**src/rtl/mips_pkg.sv**
```systemverilog
`default_nettype none
// +----------------------------------------------------------------------+
// | mips_pkg : shared constants and types for the instruction front end  |
// | Revision : 1.0                                                       |
// +----------------------------------------------------------------------+
package mips_pkg;

    localparam int          INSTR_W          = 32;
    localparam logic [31:0] PC_INC           = 32'd4;
    localparam logic [31:0] RESET_PC_DEFAULT = 32'h0000_0000;

    typedef enum logic [0:0] {
        ST_RUN   = 1'b0,
        ST_FLUSH = 1'b1
    } fetch_state_e;

endpackage
`default_nettype wire

```
**src/rtl/sync_fifo.sv**
```systemverilog
`default_nettype none
// +----------------------------------------------------------------------+
// | sync_fifo : single-clock FIFO with flush; head is zero when empty    |
// | Revision  : 1.0                                                      |
// +----------------------------------------------------------------------+
module sync_fifo #(
    parameter int WIDTH = 32,
    parameter int DEPTH = 4
) (
    input  logic                     clk,
    input  logic                     reset,
    input  logic                     push_i,
    input  logic [WIDTH-1:0]         push_data_i,
    input  logic                     pop_i,
    input  logic                     flush_i,
    output logic [WIDTH-1:0]         head_o,
    output logic [$clog2(DEPTH):0]   count_o
);

    localparam int AW = $clog2(DEPTH);
    localparam int CW = AW + 1;

    logic [WIDTH-1:0] mem_q [DEPTH];
    logic [AW-1:0]    rd_ptr_q;
    logic [AW-1:0]    wr_ptr_q;
    logic [CW-1:0]    count_q;
    logic             do_push;
    logic             do_pop;

    assign do_push = push_i && !flush_i && (count_q != CW'(DEPTH));
    assign do_pop  = pop_i && (count_q != '0);

    always_ff @(posedge clk or negedge reset) begin
        if (!reset) begin
            rd_ptr_q <= '0;
            wr_ptr_q <= '0;
            count_q  <= '0;
        end else if (flush_i) begin
            rd_ptr_q <= '0;
            wr_ptr_q <= '0;
            count_q  <= '0;
        end else begin
            if (do_push) wr_ptr_q <= wr_ptr_q + AW'(1);
            if (do_pop)  rd_ptr_q <= rd_ptr_q + AW'(1);
            count_q <= count_q + CW'(do_push) - CW'(do_pop);
        end
    end

    // Storage needs no reset: the head is masked while the FIFO is empty.
    always_ff @(posedge clk) begin
        if (do_push) mem_q[wr_ptr_q] <= push_data_i;
    end

    assign head_o  = (count_q != '0) ? mem_q[rd_ptr_q] : '0;
    assign count_o = count_q;

endmodule
`default_nettype wire

```
**src/rtl/if_fetch_unit.sv**
```systemverilog
`default_nettype none
// +----------------------------------------------------------------------+
// | if_fetch_unit : credit-based instruction fetch with redirect flush   |
// | Revision      : 1.0                                                  |
// +----------------------------------------------------------------------+
module if_fetch_unit
    import mips_pkg::*;
#(
    parameter int          DEPTH    = 4,
    parameter logic [31:0] RESET_PC = RESET_PC_DEFAULT
) (
    input  logic               clk,
    input  logic               reset,
    input  logic               redirect,
    input  logic [31:0]        redirect_pc,
    output logic               imem_req_valid,
    output logic [31:0]        imem_req_addr,
    input  logic               imem_req_ready,
    input  logic               imem_rsp_valid,
    input  logic [INSTR_W-1:0] imem_rsp_data,
    output logic               instr_valid,
    output logic [INSTR_W-1:0] instr,
    output logic [31:0]        instr_pc,
    input  logic               instr_ready
);

    localparam int CW = $clog2(DEPTH) + 1;

    logic [31:0]   fetch_pc_q, fetch_pc_d;
    logic [CW-1:0] discard_q, discard_d;
    fetch_state_e  state_q, state_d;

    logic [CW-1:0] outstanding;
    logic [CW-1:0] data_count;
    logic [31:0]   tag_head;
    logic          req_fire;
    logic          unused_redirect_bits;

    assign unused_redirect_bits = ^redirect_pc[1:0];

    // Credits cover in-flight requests too, so every response has a slot.
    assign imem_req_valid = !redirect &&
        ((CW+1)'(outstanding) + (CW+1)'(data_count) < (CW+1)'(DEPTH));
    assign imem_req_addr  = fetch_pc_q;
    assign req_fire       = imem_req_valid && imem_req_ready;
    assign instr_valid    = (data_count != '0);

    // The tag queue occupancy is the outstanding-request counter.
    sync_fifo #(.WIDTH(32), .DEPTH(DEPTH)) u_tag_q (
        .clk         (clk),
        .reset       (reset),
        .push_i      (req_fire),
        .push_data_i (fetch_pc_q),
        .pop_i       (imem_rsp_valid),
        .flush_i     (1'b0),
        .head_o      (tag_head),
        .count_o     (outstanding)
    );

    sync_fifo #(.WIDTH(32 + INSTR_W), .DEPTH(DEPTH)) u_data_q (
        .clk         (clk),
        .reset       (reset),
        .push_i      (imem_rsp_valid && (state_q == ST_RUN) && !redirect),
        .push_data_i ({tag_head, imem_rsp_data}),
        .pop_i       (instr_valid && instr_ready),
        .flush_i     (redirect),
        .head_o      ({instr_pc, instr}),
        .count_o     (data_count)
    );

    always_ff @(posedge clk or negedge reset) begin
        if (!reset) begin
            fetch_pc_q <= RESET_PC;
            discard_q  <= '0;
            state_q    <= ST_RUN;
        end else begin
            fetch_pc_q <= fetch_pc_d;
            discard_q  <= discard_d;
            state_q    <= state_d;
        end
    end

    always_comb begin
        fetch_pc_d = fetch_pc_q;
        discard_d  = discard_q;
        state_d    = state_q;
        if (redirect) begin
            fetch_pc_d = {redirect_pc[31:2], 2'b00};
            // A response landing in the redirect cycle is already stale.
            discard_d  = outstanding - CW'(imem_rsp_valid);
        end else begin
            if (req_fire) fetch_pc_d = fetch_pc_q + PC_INC;
            if (imem_rsp_valid && (state_q == ST_FLUSH)) discard_d = discard_q - CW'(1);
        end
        state_d = (discard_d != '0) ? ST_FLUSH : ST_RUN;
    end

endmodule
`default_nettype wire

```
**config.mk**
```make
export PLATFORM = sky130hd
export DESIGN_NAME = if_fetch_unit
export DESIGN_NICKNAME = d
export VERILOG_FILES = /design/src/rtl/mips_pkg.sv /design/src/rtl/sync_fifo.sv /design/src/rtl/if_fetch_unit.sv
export SDC_FILE = /design/constraint.sdc
export NUM_CORES = 1
export LEC_CHECK = 0
export ABC_AREA = 1
export CAP_MARGIN = 10
export CORE_ASPECT_RATIO = 1.75
export CORE_UTILIZATION = 57
export CTS_CLUSTER_SIZE = 25
export DETAILED_ROUTE_END_ITERATION = 7
export HOLD_SLACK_MARGIN = 0.12
export PLACE_DENSITY_LB_ADDON = 0.25
export SLEW_MARGIN = 20
export SYNTH_ARGS = -nofsm -noshare
export SYNTH_HDL_FRONTEND = slang
export SYNTH_SLANG_ARGS = --single-unit
export TNS_END_PERCENT = 10
```
**constraint.sdc**
```tcl
create_clock -name clk -period 4.5 [get_ports clk]
set_input_delay 0.675 -clock clk [delete_from_list [all_inputs] [get_ports clk]]
set_output_delay 0.675 -clock clk [all_outputs]
set_load 0.02 [all_outputs]
```
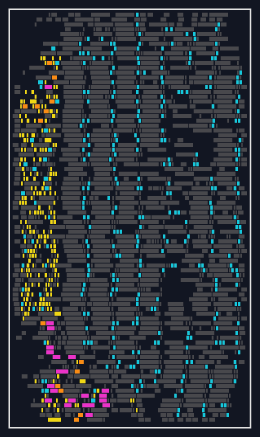
run_1/gate_families.png
[XOR/XNOR gates] orange | cells: 14 | most used: xnor2_1
[inverting AOI/OAI gates] cyan | cells: 316 | most used: o21ai_0 | where: spread over the die
[adder and majority cells] magenta | cells: 20 | most used: ha_1 | where: bottom left
[NAND gates] yellow | cells: 211 | most used: nand2_1
fin cells: 2144
most frequent logic cell in the layout: nor2_1
Comb/total area: 22.6%

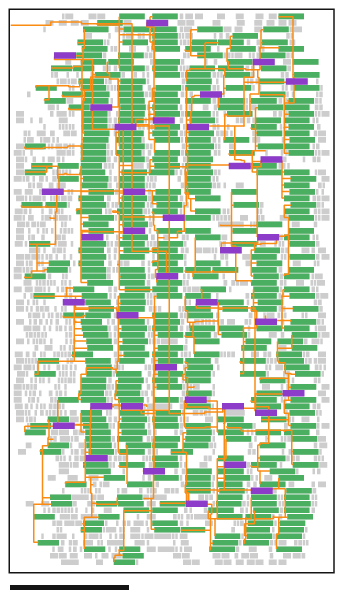
run_1/clock_map.png
Bar = 50 microns.
[clock wires] orange | length: 3940 microns
[cells driving clock nets] purple | count: 36
[flip-flops] green | count: 420
routed clock nets: 37
Clock Power Share: 24.2%
Clk. pwr: 0.00297 W
Late-Pin Clk Latency: 0.53 ns
clock skew: 0.0243 ns

==> ci_impl_report.md, run 1 <==
### Flow metrics

| Metric | Value |
|---|---|
| Static leakage | 7.41 nW |
| Synthesized cell area | between 15000 and 20000 sq um |
| Ys Warns | 0 |
| Reg2reg end | u_tag_q.count_o[2]$_DFF_PN0_ |
| Critical Path End | instr_pc[12] |
| Commonest flop | edfxtp_1 |
| GRT Overall Usage | 23.3% |
| Vias | approximately 12000 |
| FF-to-FF setup slack | 1.88 ns |
| HP Class | input port to async pin |
| Adder share | 1.50% |
| IO Pins | 168 |
| Pwr per Cell Area | 585 nW/um^2 |
| Worst Tran Pin Value | 0.835 ns |
| Xor-xnor portion of the synthesized cell area | 0.692% |
| Crit-path max FO | 29 |
| Core Util at FP | 57.9% |
| Critical path buffers and inverters | 3 |
| Largest area contributor in the netlist | edfxtp_1 |
| Number of cells in Yosys stat | around 1600 |
| Hold_buf cts | 0 |
| Drt via density | 5.47 |
| Top-area cell share | 63.0% |
| Post-cts resize count | 0 |
| Reg clk slew, reported paths | 0.07 ns |
| Cells after Synth | 1574 |
| Die ar. | 31800 sq um |
| Pwr Total | between 0.01 and 0.015 W |
| Residual DRC | 0 |
| Outcome | complete, no violations |
| Dominant comb cell | simple AND/OR/NAND/NOR gates |
| Pins Over Slew Limit | 0 |
| Final net count | between 1500 and 2000 |
| Area post-placement | 19800 sq um |
| CTS Buf Count | 36 |
| FF-to-FF path depth | 10 |
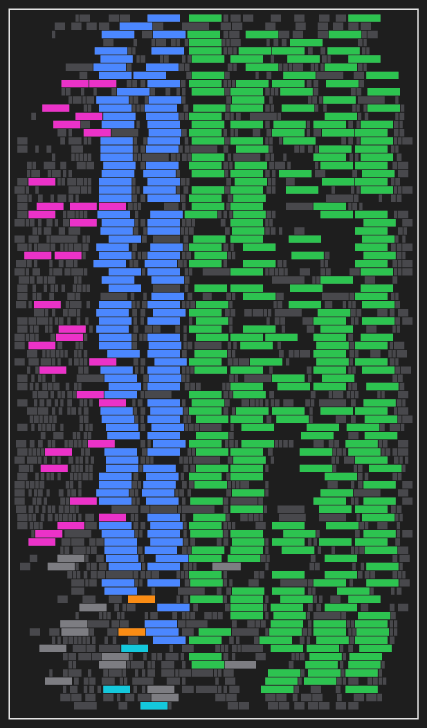
run_1/registers.png
Other sequential cells in the stronger grey, the rest of the logic in the fainter grey.
[`u_tag_q.rd_ptr_q`] orange | placed flops: 2
[`u_tag_q.mem_q`] blue | placed flops: 120
[`u_data_q.mem_q`] green | placed flops: 252
[`imem_req_addr`] magenta | placed flops: 30
[`u_data_q.count_o`] cyan | placed flops: 3
Seq area share: 59.2%
Sequential Area: 12400 sq um
Final Core Density: 68.2%

## run 1: per-stage QoR
stage	hold WS (ns)	utilization, %
finish	0.218	68.2
global route	0.251	68.2
CTS	0.224	68.2
detailed placement	0.572	64.5
global placement	0.550	64.5
floorplan	0.379	-
## run 1: Yosys cell counts, types with 8 or more instances
cell and instances:
a21oi_1 95, buf_2 25, buf_4 9, clkbuf_1 39, dfrtp_1 48, edfxtp_1 372, ha_1 18, inv_1 68
nand2_1 150, nand3_1 53, nor2_1 418, o21ai_0 181, o21ai_1 25, o21bai_1 8, xnor2_1 8
## run 1: where the power goes
part | switching [W] | total (W) | internal (W)
Combinational | 0.00259 | 0.00406 | 0.00146
Clock | 0.00131 | 0.00297 | 0.00166
Sequential | 0.000297 | 0.00521 | 0.00491
## run 1: state kept, by name, indices dropped and copies added (netlist names)
name / flops
u_tag_q.wr_ptr_q: 2
u_tag_q.count_o: 3
u_tag_q.mem_q: 120
state_q: 1
discard_q: 3
u_data_q.rd_ptr_q: 2
u_data_q.wr_ptr_q: 2
u_tag_q.rd_ptr_q: 2
u_data_q.count_o: 3
u_data_q.mem_q: 252
imem_req_addr: 30
## run 1: cell usage in the layout (no fill, tap or decap), types with 2 or more instances in the layout
master / Yosys / routed
nor2_4: 6 / 10
buf_4: 9 / 21
bufinv_16: 0 / 2
and2_1: 2 / 2
buf_12: 0 / 5
o211ai_1: 5 / 5
inv_1: 68 / 68
nand2_2: 3 / 3
inv_2: 5 / 5
xnor2_1: 8 / 8
conb_1: 1 / 6
fa_1: 2 / 2
edfxtp_1: 372 / 372
or2_2: 2 / 2
a21oi_1: 95 / 95
nand2_1: 150 / 150
o21ai_0: 181 / 181
ha_1: 18 / 18
nand2_4: 3 / 3
clkinv_2: 0 / 7
clkbuf_1: 39 / 7
dfrtp_1: 48 / 46
clkinv_1: 0 / 4
clkdlybuf4s50_1: 0 / 162
nor2_2: 4 / 8
nand3_1: 53 / 53
clkbuf_16: 0 / 37
xor2_1: 6 / 6
inv_6: 0 / 2
nor2_1: 418 / 410
o21bai_1: 8 / 8
o21ai_1: 25 / 25
clkinv_4: 1 / 4
clkinvlp_4: 0 / 2
## run 1: logic make-up after synthesis
logic type / after synthesis
other: 1
adder cells (fa/ha/maj): 20
buffers and inverters: 156
AND/OR/NAND/NOR: 646
XOR/XNOR: 14
AND-OR/OR-AND: 317
flip-flops: 420
## run 1: routing by layer
metal | share of wire (%) | wire, microns | vias to the layer above | track usage, %
met5 | 0 | 0 | - | 0
li1 | - | - | 5692 | -
met4 | 4.5 | 1660 | 0 | 13.1
met2 | 54 | 19800 | 389 | 42.8
met1 | 37 | 13500 | 5557 | 25.5
met3 | 4.5 | 1650 | 90 | 2.67
## run 1: cell type report
type                    instances  share of cell area (%)
inverters                      75                    1.38
well taps                     391                    2.34
flip-flops and latches        420                    59.2
repair buffers                189                    9.02
clock inverters                21                   0.832
multi-input cells            1003                    22.6
clock buffers                  45                    4.62
==> inputs of run 2 (changes only) <==
Settings changed: CTS_CLUSTER_DIAMETER from default to 150, GPL_TIMING_DRIVEN from default to 0.
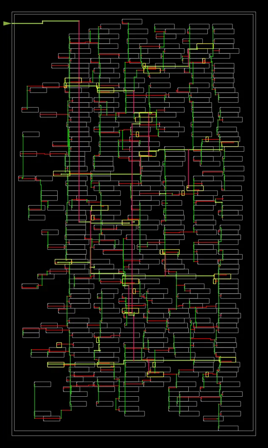
run_2/final_clocks.png
Late-Pin Clk Latency: 0.54 ns
Clk. pwr: 0.00201 W

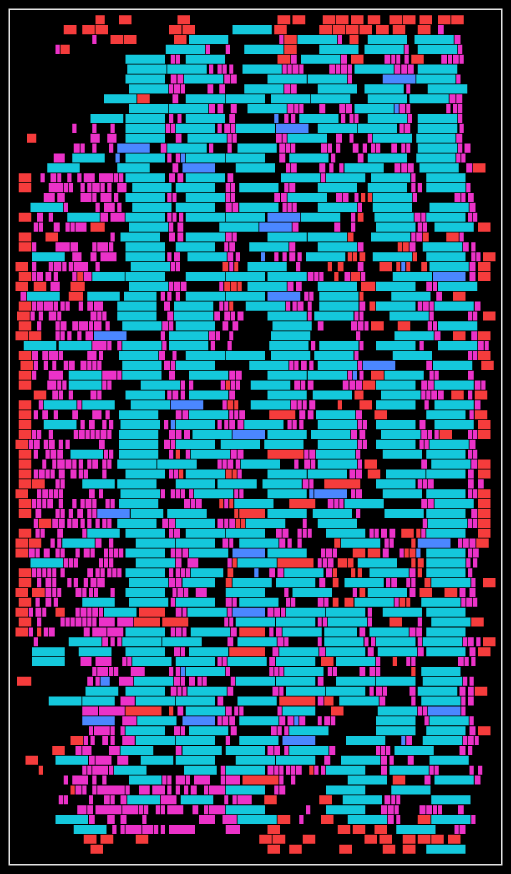
run_2/cell_classes.png
[other buffers and delay cells] red | cells: 257 | share of their area: 12%
[flops] cyan | cells: 420 | share of their area: 61%
[all other logic] magenta | cells: 1078 | share of their area: 25%
[clock drivers and dummy loads] blue | cells: 36 | share of their area: 2.9%
# rows: 85
Core ar.: 30600 sq um

==> run 2 against run 1 <==
  * Wire length rose by 11%
  * Clock skew fell by 0.012 ns
  * Critical path depth did not move
  * Synthesized cell count did not move
  * Global-route usage rose by 2.9 points
  * Power fell by 5.4%
  * First-iteration DRC count rose by 50%
  * Final cell count rose by 1.8%
==> ci_impl_report.md, run 2 <==
### Flow metrics

| Metric | Value |
|---|---|
| Biggest area cells | edfxtp_1, nor2_1, dfrtp_1, o21ai_0, nand2_1 |
| RSZ-0062 raised after global routing | no |
| IO Pins | around 170 |
| Cycle use final | 81.4% |
| Vias | approximately 12000 |
| Ys async rst share | around 11% |
| Sequential Area | 12400 sq um |
| Commonest flop | edfxtp_1 |
| CP Data Required Time | 3.83 ns |
| CP Capture Type | output pin |
| Static leakage | 7.35 nW |
| Pwr per Cell Area | 555 nW/um^2 |
| Most frequent logic cell in the layout | nor2_1 |
| Relative slew slack | 44.6% |
| Cells after Synth | 1574 |
| Final setup fails | 0 |
| TritonCTS clock tree | built |
| # fillers | 2225 |
| Number of cells in Yosys stat | 1574 |
| Core Util at FP | between 50 and 60% |
| Max FFs per register | 252 |
| Fin cells | approximately 2200 |
| Ys Warns | 0 |
| Max_cap viols | 0 |
| Iter 0 DRT Violations | 1036 |
| HP Class | input port to async pin |
| Post-route design area | 20800 sq um |
| M1 GR Usage | 29.4% |
| Hold_buf cts | 0 |
| Post-cts resize count | 0 |
| Post-CTS setup buffer count | 0 |
| Top-area cell share | 63.0% |
| Reg clk slew, reported paths | ~0.090 ns |
| Syn avg cell area | 11.3 sq um |
| Residual DRC | 0 |
| Synthesized cell area | 17700 sq um |
| Global-route track usage on met3 | 2.41% |
| FF-to-FF path depth | 7 |
| Biggest register | u_data_q.mem_q |
| WS Path Type | flop to output pin |
| Most instantiated cells after synthesis | nor2_1, edfxtp_1, o21ai_0 |
| Tool warnings | 34 |
| First-pass GRT wire length | 63400 microns |
| YS chip area | roughly 18000 sq um |
| Peak supply drop | 0.446 mV |
| Most common cell in the netlist | nor2_1 |
| Number of global-route vias before repair | 12208 |
| DRT Wirelength | 40600 microns |
| GRT Overall Usage | 26.2% |
| Pins Over Slew Limit | 0 |
| Die ar. | 31800 sq um |
| Outcome | complete, no violations |
| Top Layout Cells | nor2_1, edfxtp_1, o21ai_0, clkdlybuf4s50_1, nand2_1 |
| Area post-placement | 20200 sq um |
| Worst hold margin | 0.167 ns |
| Crit-path max FO | 10 |
| Pwr Total | 0.0116 W |
| Hold Violations, Final | 0 |
| CTS Buf Count | 20 |
| Clock skew | roughly 0.012 ns |
| Crit path arrival time | 2.99 ns |
| CP startpoint kind | flop |
| Final net count | about 1900 |
| M2 GR Usage | 48.2% |
| Worst Tran Pin Value | between 0.8 and 0.9 ns |
| Largest area contributor in the netlist | edfxtp_1 |
| Drt via density | 5.53 |
| Ys flops | 420 |
| Gr busiest metal | met2 |
==> run 2: cell type report <==
type / count / area share [%]
multi-input cells: 1003 / 22.7
inverters: 75 / 1.39
well taps: 391 / 2.35
repair buffers: 176 / 9.37
flip-flops and latches: 420 / 59.4
plain buffers: 81 / 1.95
clock inverters: 1 / 0.0360
clock buffers: 35 / 2.78
==> run 2: metrics by stage <==
stage	util, %	TNS (ns)	setup slack [ns]
final	68.0	0	0.836
after global routing	68.0	0	0.682
after detailed placement	66.1	0	1.31
after global placement	64.8	-544.51	-2.20
after floorplan	-	0	0.180
after CTS	68.0	0	0.770
==> run 2: per-layer routing <==
layer  wire (microns)  vias up
li1                 -     5773
met5                0        -
met1            14400     5755
met2            21900      447
met3             2200       94
met4             2080        0
==> run 2: logic make-up after synthesis <==
family | share of synthesized area (%)
AOI/OAI and AO/OA | 9.19
xor gates and xnor gates | 0.692
adders and majority gates | 1.50
buffers and inverters | 3.93
DFF | 69.8
other | 0.0212
and+or+nand+nor | 14.9
==> run 2: path summary, 6_finish.rpt <==
path / start / end / slack (ns)
min in group clk: redirect / discard_q[2]$_DFF_PN0_ / 0.49
worst max-delay path: u_data_q.rd_ptr_q[0]$_DFFE_PN0P_ / instr_pc[12] / 0.84
worst max register to register: u_tag_q.count_o[2]$_DFF_PN0_ / u_tag_q.mem_q[2][12]$_DFFE_PP_ / 1.92
max in group asynchronous: reset / u_data_q.count_o[2]$_DFF_PN0_ / 3.85
worst min-delay path: reset / imem_req_addr[8]$_DFFE_PN0P_ / 0.17
worst min register to register: u_data_q.wr_ptr_q[0]$_DFFE_PN0P_ / u_data_q.wr_ptr_q[0]$_DFFE_PN0P_ / 0.59
==> run 2: critical path, cell delays in order (launching register included) <==
cell and delay (ns):
dfrtp_1 0.41, inv_2 0.19, buf_2 0.31, clkbuf_1 0.40, o21ai_0 0.17, a21oi_1 0.30, clkdlybuf4s50_1 0.67
==> run 2: report_power, final <==
group,switching (W),internal [W]
combinational,0.00280,0.00156
sequential,0.000295,0.00490
clock,0.00112,0.000886
total,0.00422,0.00735
Power figures rest on the tool's default switching activity, not on a simulated workload.
